Fig. 1: run 1, where the registers sit
Other sequential cells in the stronger grey, the rest of the logic in the fainter grey.
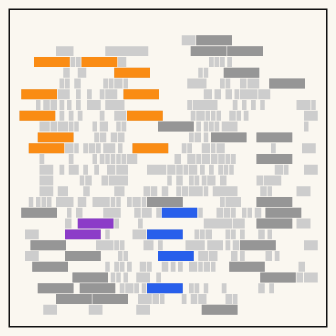
Fig. 2: run 1, routing congestion map
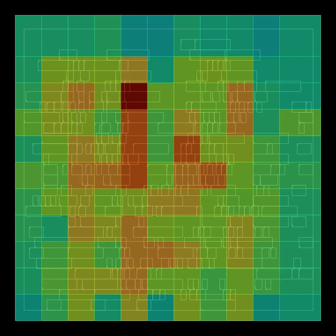
Fig. 3: run 1, metal layers overlaid
Only two layers are drawn.
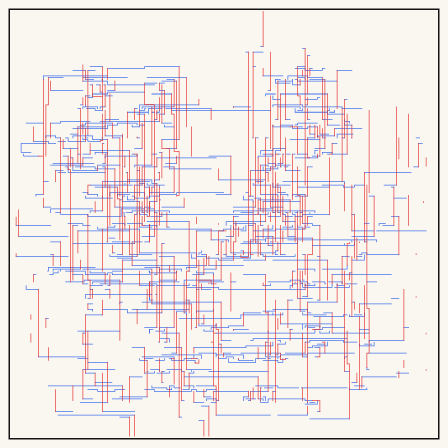
==> src/rtl/keypad_scan_encoder_pkg.sv <==
// keypad_pkg: shared FSM state type and sizing helpers for the keypad scanner
package keypad_pkg;
  typedef enum logic [1:0] {IDLE, DB_PRESS, PRESSED, DB_REL} kp_state_e;
  function automatic int code_width(input int n);
    return (n <= 2) ? 1 : $clog2(n);
  endfunction
  function automatic logic frame_end(input int row, input int rows);
    return row == rows - 1;
  endfunction
endpackage

==> src/rtl/keypad_scan_encoder_if.sv <==
// keypad_scan_encoder_if: key code valid/ready handshake toward the register bank
interface keypad_scan_encoder_if #(parameter int CODE_W = 4);
  logic [CODE_W-1:0] key_code;
  logic key_valid;
  logic key_ready;
  modport master(output key_code, key_valid, input key_ready);
  modport slave(input key_code, key_valid, output key_ready);
endinterface

==> src/rtl/keypad_scan_encoder_debounce_fsm.sv <==
// keypad_debounce_fsm: frame-rate press/release debouncer, emits once per accepted press
module keypad_debounce_fsm
  import keypad_pkg::*;
#(
  parameter int CODE_W   = 4,
  parameter int DEBOUNCE = 4
) (
  input  logic              clk,
  input  logic              rst_n,
  input  logic              clear,
  input  logic              frame_end,
  input  logic              hit,
  input  logic [CODE_W-1:0] code,
  output logic              emit,
  output logic              held
);
  localparam logic [3:0] DB = 4'(DEBOUNCE);
  kp_state_e state, state_n;
  logic [3:0] cnt, cnt_n;
  logic [CODE_W-1:0] cur, cur_n;
  logic same;
  assign same = hit && code == cur;
  assign held = state == PRESSED;
  always_ff @(posedge clk or negedge rst_n)
    if (!rst_n) begin
      state <= IDLE;
      cnt   <= '0;
      cur   <= '0;
    end else begin
      state <= state_n;
      cnt   <= cnt_n;
      cur   <= cur_n;
    end
  always_comb begin
    state_n = state;
    cnt_n   = cnt;
    cur_n   = cur;
    emit    = 1'b0;
    if (clear) begin
      state_n = IDLE;
      cnt_n   = '0;
    end else if (frame_end)
      case (state)
        IDLE: if (hit) begin
          cur_n   = code;
          cnt_n   = 4'd1;
          state_n = (DEBOUNCE == 1) ? PRESSED : DB_PRESS;
          emit    = DEBOUNCE == 1;
        end
        DB_PRESS: if (!hit) state_n = IDLE;
          else if (!same) begin
            cur_n = code;
            cnt_n = 4'd1;
          end else begin
            cnt_n   = cnt + 4'd1;
            state_n = (cnt_n == DB) ? PRESSED : DB_PRESS;
            emit    = cnt_n == DB;
          end
        PRESSED: if (!same) begin
          cnt_n   = 4'd1;
          state_n = (DEBOUNCE == 1) ? IDLE : DB_REL;
        end
        DB_REL: if (same) state_n = PRESSED;
          else begin
            cnt_n   = cnt + 4'd1;
            state_n = (cnt_n == DB) ? IDLE : DB_REL;
          end
        default: state_n = IDLE;
      endcase
  end
endmodule

==> src/rtl/keypad_scan_encoder.sv <==
// keypad_scan_encoder: matrix keypad row scanner, frame debouncer and 1-entry key code buffer
module keypad_scan_encoder
  import keypad_pkg::*;
#(
  parameter int ROWS     = 4,
  parameter int COLS     = 4,
  parameter int SCAN_DIV = 1000,
  parameter int DEBOUNCE = 4
) (
  input  logic                 clk,
  input  logic                 rst_n,
  input  logic                 en,
  input  logic [COLS-1:0]      col_in,
  output logic [ROWS-1:0]      row_out,
  output logic                 key_held,
  output logic                 overflow,
  input  logic                 overflow_clr,
  keypad_scan_encoder_if.master kbus
);
  localparam int CODE_W = code_width(ROWS * COLS);
  localparam int DW = $clog2(SCAN_DIV);
  localparam int RW = $clog2(ROWS);
  logic [COLS-1:0] s1, s2;
  logic [DW-1:0] dwell;
  logic [RW-1:0] row;
  logic run, cand_hit, last, fend, row_hit, f_hit, emit, valid_q;
  logic [CODE_W-1:0] cand_code, row_code, f_code, code_q;
  // run keeps the rows undriven while reset is asserted even if en is high
  assign row_out = (en && run) ? ROWS'(1) << row : '0;
  assign last    = en && run && dwell == DW'(SCAN_DIV - 1);
  assign fend    = last && frame_end(int'(row), ROWS);
  assign f_hit   = cand_hit || (last && row_hit);
  assign f_code  = cand_hit ? cand_code : row_code;
  assign kbus.key_code  = code_q;
  assign kbus.key_valid = valid_q;
  // rows are scanned in ascending order, so the first hit of a frame is the lowest index
  always_comb begin
    row_hit  = |s2;
    row_code = '0;
    for (int c = COLS - 1; c >= 0; c--)
      if (s2[c]) row_code = CODE_W'(int'(row) * COLS + c);
  end
  always_ff @(posedge clk or negedge rst_n)
    if (!rst_n) begin
      s1        <= '0;
      s2        <= '0;
      run       <= 1'b0;
      dwell     <= '0;
      row       <= '0;
      cand_hit  <= 1'b0;
      cand_code <= '0;
    end else begin
      s1  <= col_in;
      s2  <= s1;
      run <= 1'b1;
      if (!en) begin
        dwell    <= '0;
        row      <= '0;
        cand_hit <= 1'b0;
      end else if (run) begin
        dwell <= last ? '0 : dwell + 1'b1;
        if (last) row <= (row == RW'(ROWS - 1)) ? '0 : row + 1'b1;
        if (fend) cand_hit <= 1'b0;
        else if (last && row_hit && !cand_hit) begin
          cand_hit  <= 1'b1;
          cand_code <= row_code;
        end
      end
    end
  keypad_debounce_fsm #(.CODE_W(CODE_W), .DEBOUNCE(DEBOUNCE)) u_fsm (
    .clk(clk), .rst_n(rst_n), .clear(!en), .frame_end(fend),
    .hit(f_hit), .code(f_code), .emit(emit), .held(key_held)
  );
  always_ff @(posedge clk or negedge rst_n)
    if (!rst_n) begin
      code_q   <= '0;
      valid_q  <= 1'b0;
      overflow <= 1'b0;
    end else begin
      if (emit && (!valid_q || kbus.key_ready)) begin
        code_q  <= f_code;
        valid_q <= 1'b1;
      end else if (kbus.key_ready) valid_q <= 1'b0;
      overflow <= (emit && valid_q && !kbus.key_ready) || (overflow && !overflow_clr);
    end
endmodule
==> src/flat_wrapper.sv <==
// flat-port wrapper written by rule: the top's interface ports become plain ports
module keypad_scan_encoder_flat import keypad_pkg::*;
#(
  parameter int ROWS     = 4,
  parameter int COLS     = 4,
  parameter int SCAN_DIV = 1000,
  parameter int DEBOUNCE = 4
)
  (clk, rst_n, en, col_in, row_out, key_held, overflow, overflow_clr, kbus_key_code, kbus_key_valid, kbus_key_ready);
  keypad_scan_encoder_if kbus_i ();
  input  logic clk;
  input  logic rst_n;
  input  logic en;
  input  logic [COLS-1:0] col_in;
  output logic [ROWS-1:0] row_out;
  output logic key_held;
  output logic overflow;
  input  logic overflow_clr;
  output wire logic [$bits(kbus_i.key_code)-1:0] kbus_key_code;
  output wire logic [$bits(kbus_i.key_valid)-1:0] kbus_key_valid;
  input wire logic [$bits(kbus_i.key_ready)-1:0] kbus_key_ready;
  assign kbus_key_code = kbus_i.key_code;
  assign kbus_key_valid = kbus_i.key_valid;
  assign kbus_i.key_ready = kbus_key_ready;
  keypad_scan_encoder #(.ROWS(ROWS), .COLS(COLS), .SCAN_DIV(SCAN_DIV), .DEBOUNCE(DEBOUNCE)) u_core (.clk(clk), .rst_n(rst_n), .en(en), .col_in(col_in), .row_out(row_out), .key_held(key_held), .overflow(overflow), .overflow_clr(overflow_clr), .kbus(kbus_i));
endmodule
==> config.mk <==
export PLATFORM = sky130hd
export DESIGN_NAME = keypad_scan_encoder_flat
export DESIGN_NICKNAME = d
export VERILOG_FILES = /design/src/rtl/keypad_scan_encoder_pkg.sv /design/src/rtl/keypad_scan_encoder_if.sv /design/src/rtl/keypad_scan_encoder_debounce_fsm.sv /design/src/rtl/keypad_scan_encoder.sv /design/src/flat_wrapper.sv
export SDC_FILE = /design/constraint.sdc
export NUM_CORES = 1
export LEC_CHECK = 0
export ABC_AREA = 1
export CAP_MARGIN = 5
export CORE_MARGIN = 2
export CORE_UTILIZATION = 40
export CTS_BUF_LIST = sky130_fd_sc_hd__clkbuf_8
export DETAILED_ROUTE_END_ITERATION = 7
export HOLD_SLACK_MARGIN = 0.08
export PLACE_DENSITY = 0.61
export RECOVER_POWER = 100
export SLEW_MARGIN = 20
export SYNTH_ARGS = -nofsm -noshare
export SYNTH_HDL_FRONTEND = slang
export SYNTH_SLANG_ARGS = --single-unit
==> constraint.sdc <==
create_clock -name clk -period 2.12 [get_ports clk]
set_input_delay 0.318 -clock clk [delete_from_list [all_inputs] [get_ports clk]]
set_output_delay 0.318 -clock clk [all_outputs]
set_load 0.005 [all_outputs]
==> results_slide.txt, run 1 <==
Implementation Results

Detailed routing
  • Count of vias placed by the detailed router: 1,841
  • Vias per std cell: 4.74
  • Violation tally from detailed-route iteration zero: 124
  • WL final: 4380 µm

Setup path
  • Worst EP required: 1.80 ns
  • Start-to-end type of the worst setup path: flop to primary output
  • Arr. time, crit path: 1.71 ns
  • Startpoint type of the worst setup path: flop
  • Worst reg-to-reg setup slack: 0.26 ns

Floorplan
  • Well-tap cell count: 72
  • Core area: 5540 µm²

CTS
  • Clock tree from TritonCTS: built
  • Clock sink total: 42
  • Clk ins delay skew pair: 0.29 ns
  • Count of hold-fix buffers inserted at cts: 0

Power
  • Leakage power of the design: 0.00127 µW
  • Final Power: 1670 µW
  • Power density relative to cell area: 618 nW/µm²
  • Net Sw Frac: 25.0%
  • Combinational fraction of design power: 11.9%
  • Sequential fraction of design power: 51.7%
  • Power dissipated in sequential cells: 864 µW
  • NetSw: 418 µW
  • Main power-consuming group: registers

Place
  • Number of placed instances with taps included: 380
  • GP Congestion: 0.840
  • Post-Place Worst Slack: -0.00919 ns

Run status
  • Run status: finished, final reports clean

Timing
  • Unrepaired setup endpoints after global routing: false
  • Share of the clock period used by the worst path: 95.7%

Synthesis
  • Cell Area, Synth: 2290 µm²
  • Instance tally after logic synthesis: 282
  • Most frequent cells after synthesis: sky130_fd_sc_hd__nand2_1 (71), sky130_fd_sc_hd__dfrtp_1 (42), sky130_fd_sc_hd__inv_1 (38), sky130_fd_sc_hd__nor2_1 (26), sky130_fd_sc_hd__nand3_1 (15)
  • Adder-cell share of the synthesized area: 3.27%
  • FF+latch count, synth: 42
  • Count of warnings emitted by yosys: 0
  • Prevailing logic family in the synthesized netlist: simple AND/OR/NAND/NOR gates
  • Fraction of synthesis flops using an asynchronous set or reset pin: 100%
  • Most frequent cell after synthesis: sky130_fd_sc_hd__nand2_1
  • Area of the synthesized netlist per yosys stat: 2290 µm²
  • Area share of xor/xnor cells in the synthesized design: 2.29%

Cells and area
  • Comb area share: 39.0%
  • Combinational gates: 196
  • Nets: 330
  • Register area: 1050 µm²
  • Final-layout non-clock buffer area share: 8.71%
  • Proportion of layout cells with a drive suffix above 1: 13.0%

Job
  • Warning total across the stage logs: 29

GRT
  • Met1 layer usage reported by global route: 21.6%
  • Number of antenna violations at the first check in global routing: 0
  • Vias in the first global route: 1,710
  • Overflow left after global routing: 0
-- Fig. 1 (at the start) --
netlist name	colour	flops
`u_core.row`	purple	2
`u_core.cand_code`	blue	4
`u_core.dwell`	orange	10
not coloured	26

-- Fig. 2 (at the start) --
utilization of the core after routing: 48.8%
mean routed wirelength per cell: 11.3 µm
most utilized layer in the global route result: met2

-- Fig. 3 (at the start) --
layer	colour	wire length
met1	blue	2,170 µm
met2	red	2,000 µm

## run 1: flip-flops by register name (all words and copies together), names as in the netlist, 2 cells and up
name	flops
u_core.dwell	10
u_core.cand_code	4
u_core.kbus.key_code	4
u_core.s1	4
u_core.s2	4
u_core.u_fsm.cnt	4
u_core.u_fsm.cur	4
u_core.row	2
u_core.u_fsm.state	2
## run 1: path summary, 6_finish.rpt
kind                                                       end                        start  depth (start not counted)
setup reg to reg           u_core.kbus.key_code[1]$_DFFE_PN0P_  u_core.dwell[0]$_DFFE_PN0P_                         10
min in group clk                        u_core.s2[1]$_DFF_PN0_       u_core.s1[1]$_DFF_PN0_                          0
hold / removal             u_core.kbus.key_code[2]$_DFFE_PN0P_                        rst_n                          2
hold reg to reg                         u_core.s2[1]$_DFF_PN0_       u_core.s1[1]$_DFF_PN0_                          0
max in group asynchronous    u_core.u_fsm.state[0]$_DFFE_PN0P_                        rst_n                          2
setup / recovery                                    row_out[1]    u_core.row[1]$_DFFE_PN0P_                          5
## run 1: worst max-delay path: stages (launching register included)
cell and delay (ns):
sky130_fd_sc_hd__dfrtp_1 0.43, sky130_fd_sc_hd__inv_1 0.15, sky130_fd_sc_hd__ha_1 0.18, sky130_fd_sc_hd__inv_1 0.04, sky130_fd_sc_hd__nor2_1 0.11, sky130_fd_sc_hd__clkdlybuf4s50_1 0.51
## run 1: per-layer routing
| metal | up-vias | wire length [µm] | part of all wire, % |
|---|---|---|---|
| met5 | - | 0 | 0 |
| met4 | 0 | 69 | 1.6 |
| met3 | 6 | 139 | 3.2 |
| met2 | 30 | 2000 | 46 |
| met1 | 846 | 2170 | 50 |
| li1 | 959 | - | - |
Fig. 4: run 1, PDN straps and rails
The bar under the picture is 20 µm long. Pins as bars on the die edge. Tap cells in grey.
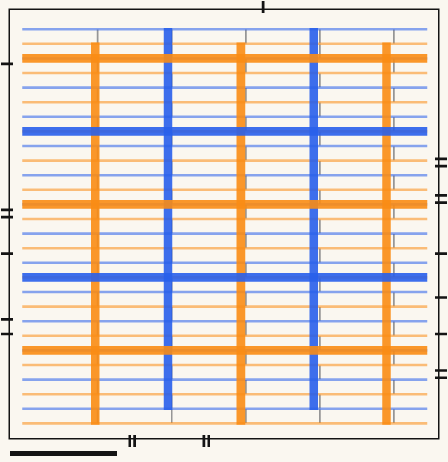

==> run 1 -> run 2 <==
Settings changed: CORE_MARGIN 2 to default.
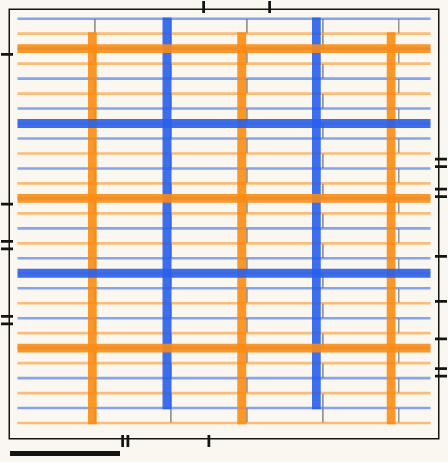
Fig. 5. PDN straps and rails (run 2).
The bar under the picture is 20 µm long. Pins as bars on the die edge. Tap cells in grey.
net	colour
VDD	blue
VSS	orange
met1 rails	28
tap cells	72
signal pins	20
met5 straps	5

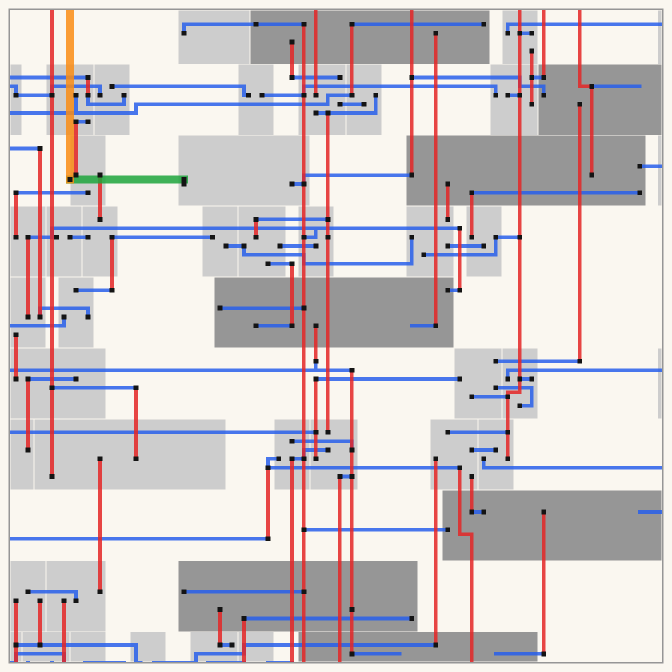
Fig. 6. Close-up of the layout (run 2).
Window x 46 to 71, y 7 to 32 µm. Cells in grey, sequential cells in the stronger grey; small squares are vias.
layer	colour
met4	orange
met1	blue
met3	green
met2	red
most frequent	nand2_1 (12), o21ai_1 (6), dfrtp_1 (6)
sequential cells in the window	6
cells with their middle in the window	35
netlist names of flops here include	`u_core.kbus.key_code` (3), `u_core.u_fsm.cur` (3)

==> run 2 against run 1 <==
Compared with the run above: die area fell by 5.0%; fmax rose by 1.1%; non-clock buffer count fell by 3; sequential cell count did not move; worst setup slack improved by 0.022 ns; sequential share of layout area fell by 0.054 points; total power rose by 1.5%; worst hold slack got worse by 0.022 ns; first-iteration DRC count fell by 50%.
==> results_slide.txt, run 2 <==
Implementation Results

Synthesis
  • Cell Area, Synth: 2290 µm² (unchanged)
  • Synth top area cells: sky130_fd_sc_hd__dfrtp_1 (46%), sky130_fd_sc_hd__nand2_1 (12%), sky130_fd_sc_hd__inv_1 (6.2%)
  • Most frequent cell after synthesis: sky130_fd_sc_hd__nand2_1
  • Synth Area per Inst: 8.14 µm²
  • Count of warnings emitted by yosys: 0 (unchanged)
  • Area of the synthesized netlist per yosys stat: 2290 µm² (unchanged)
  • Most frequent cells after synthesis: sky130_fd_sc_hd__nand2_1 (71), sky130_fd_sc_hd__dfrtp_1 (42), sky130_fd_sc_hd__inv_1 (38), sky130_fd_sc_hd__nor2_1 (26), sky130_fd_sc_hd__nand3_1 (15)
  • Cell type with the largest total area: sky130_fd_sc_hd__dfrtp_1
  • Fraction of synthesis flops using an asynchronous set or reset pin: 100% (unchanged)
  • Instance tally after logic synthesis: 282 (unchanged)
  • Prevailing post-synth register cell: sky130_fd_sc_hd__dfrtp_1
  • FF+latch count, synth: 42 (unchanged)

Job
  • Number of max-cap violations: 0
  • Warning total across the stage logs: 29 (unchanged)

Cells and area
  • Non-clock buffer count: 24
  • Combinational gates: 196 (unchanged)
  • Utilization of the core after routing: 49.1% (+0.37 points)
  • Comb area share: 39.5% (+0.50 points)
  • Leading cell category by total area: logic gates
  • Most common logic cells in the final layout: sky130_fd_sc_hd__nand2_1 (72), sky130_fd_sc_hd__dfrtp_1 (42), sky130_fd_sc_hd__inv_1 (38)
  • Final non-filler cell total: 385
  • Most common logic cell in the routed design: sky130_fd_sc_hd__nand2_1
  • Register with the most flip-flops: u_core.dwell
  • Proportion of layout cells with a drive suffix above 1: 14.1% (+1.1 points)
  • Register area: 1050 µm² (unchanged)
  • Flip-flop count of the largest register, all copies and words added: 10 (unchanged)
  • Final-layout non-clock buffer area share: 8.00% (-0.71 points)
  • Layout-stage area growth over the synthesis result: 17.9%
  • Flop share of the area: 38.9%
  • Nets: 327 (-0.91%)

Detailed routing
  • Vias per std cell: 4.72 (-0.59%)
  • Count of vias placed by the detailed router: 1,816 (-1.4%)
  • Mean routed wirelength per cell: 11.2 µm (-0.39%)
  • WL final: 4330 µm (-1.2%)
  • Drc violations: 0
  • Antenna-violating nets left: 0
  • Violation tally from detailed-route iteration zero: 62 (-50%)

Timing
  • Max-slew violation count: 0
  • Unrepaired setup endpoints after global routing: false
  • Aggregate negative setup slack: 0 ns
  • Max-slew headroom at the worst pin: 31.3%
  • Post-Route Hold Slack: 0.271 ns
  • Peak clock frequency supported by timing: 0.498 GHz
  • Share of the clock period used by the worst path: 94.6% (-1.1 points)
  • Final Hold Vio Count: 0

Setup path
  • Arr. time, crit path: 1.69 ns (-0.02 ns)
  • Worst stage delay on the critical path: 0.50 ns (about the same)
  • Buf+Inv Stages, Crit Path: 3 (unchanged)
  • Category of cells accounting for the largest share of critical-path delay: buffers and inverters
  • Slowest-stage cell, CP: sky130_fd_sc_hd__clkdlybuf4s50_1
  • Startpoint type of the worst setup path: primary input
  • Maximum fanout along the worst path: 5
  • Stages on worst setup path: 5 (unchanged)
  • Setup crit end kind: primary output
  • Depth of the most critical reg-to-reg path: 10 (unchanged)
  • Worst EP required: 1.80 ns (about the same)
  • Start-to-end type of the worst setup path: primary input to primary output
  • Ordered list of cells on the worst path: clkdlybuf4s50_1 -> nand2_1 -> clkbuf_4 -> nor2_1 -> clkdlybuf4s50_1
  • CP dominant cell by count: sky130_fd_sc_hd__clkdlybuf4s50_1

Power
  • Combinational fraction of design power: 11.5% (-0.4 points)
  • Main power-consuming group: registers
  • Net Sw Frac: 26.0% (+0.92 points)
  • Power dissipated in sequential cells: 863 µW (about the same)
  • Part of the power in the clock network: 37.6%
  • Leakage power of the design: 0.00125 µW (-1.6%)
  • Final Power: 1700 µW (+1.5%)
  • Sequential fraction of design power: 50.9% (-0.8 points)
  • Total clock network power: 638 µW
  • Power density relative to cell area: 627 nW/µm² (+1.4%)
  • NetSw: 440 µW (+5.3%)

Place
  • Number of input and output port buffers inserted: 19
  • HPWL Detailed: 3260 µm
  • Number of placed instances with taps included: 377 (-0.79%)
  • GP Congestion: 0.802 (-4.6%)
  • Post-Place Worst Slack: -0.00269 ns (+0.00650 ns)

Floorplan
  • Number of cell rows: 27
  • Well-tap cell count: 72 (unchanged)
  • Floorplan die height: 77.7 µm
  • Core area: 5510 µm² (-0.61%)

CTS
  • Clock tree from TritonCTS: built
  • Count of hold-fix buffers inserted at cts: 0 (unchanged)
  • Clock sink total: 42 (unchanged)
  • Clk ins delay skew pair: 0.30 ns (about the same)
  • Number of buffers between clock root and the deepest sink: 2
  • Num CTS Buffers: 5

GRT
  • Overflow left after global routing: 0 (unchanged)
  • Vias in the first global route: 1,786 (+4.4%)
  • Number of antenna violations at the first check in global routing: 0 (unchanged)
  • Global-route wire length before repair: 7940 µm

Run status
  • Run status: finished, final reports clean
==> run 2: cell counts after synthesis <==
No cell type changed its count.
==> run 2: path summary, 6_finish.rpt <==
| check | slack, ns | startpoint | to |
|---|---|---|---|
| setup / recovery | 0.11 | en | row_out[0] |
| hold / removal | 0.27 | rst_n | u_core.kbus.key_code[0]$_DFFE_PN0P_ |
| setup reg to reg | 0.28 | u_core.dwell[0]$_DFFE_PN0P_ | u_core.kbus.key_code[1]$_DFFE_PN0P_ |
| hold reg to reg | 0.35 | u_core.s1[3]$_DFF_PN0_ | u_core.s2[3]$_DFF_PN0_ |
| max in group asynchronous | 1.21 | rst_n | u_core.kbus.key_code[3]$_DFFE_PN0P_ |
| min in group clk | 0.35 | u_core.s1[3]$_DFF_PN0_ | u_core.s2[3]$_DFF_PN0_ |
==> run 2: timing repair <==
| item | 4_1_cts | 5_1_grt |
|---|---|---|
| gates resized | 1 | 1 |
| setup buffers | 0 | 0 |
| setup endpoints to repair | 1 | 1 |
| hold endpoints to repair | 0 | 0 |
==> run 2: cells by family (layout without fill, tap and decap cells) <==
group	after synthesis	in the layout	share of synthesized area (%)
AND-OR/OR-AND	31	31	7.96
XOR/XNOR	6	6	2.29
adder cells (fa/ha/maj)	6	6	3.27
buffers and inverters	44	75	7.36
flip-flops	42	42	45.8
other	1	1	0.163
AND/OR/NAND/NOR	152	152	33.2
==> run 2: per-layer routing <==
layer / global-route usage (%) / wire, µm / vias up / share of wire [%]
met2: 27.1 / 2000 / 29 / 46
met1: 21.9 / 2110 / 828 / 49
met4: 8.49 / 79 / 0 / 1.8
li1: - / - / 951 / -
met5: 0 / 0 / - / 0
met3: 3.29 / 147 / 8 / 3.4
Power and IR drop assume default switching activity.
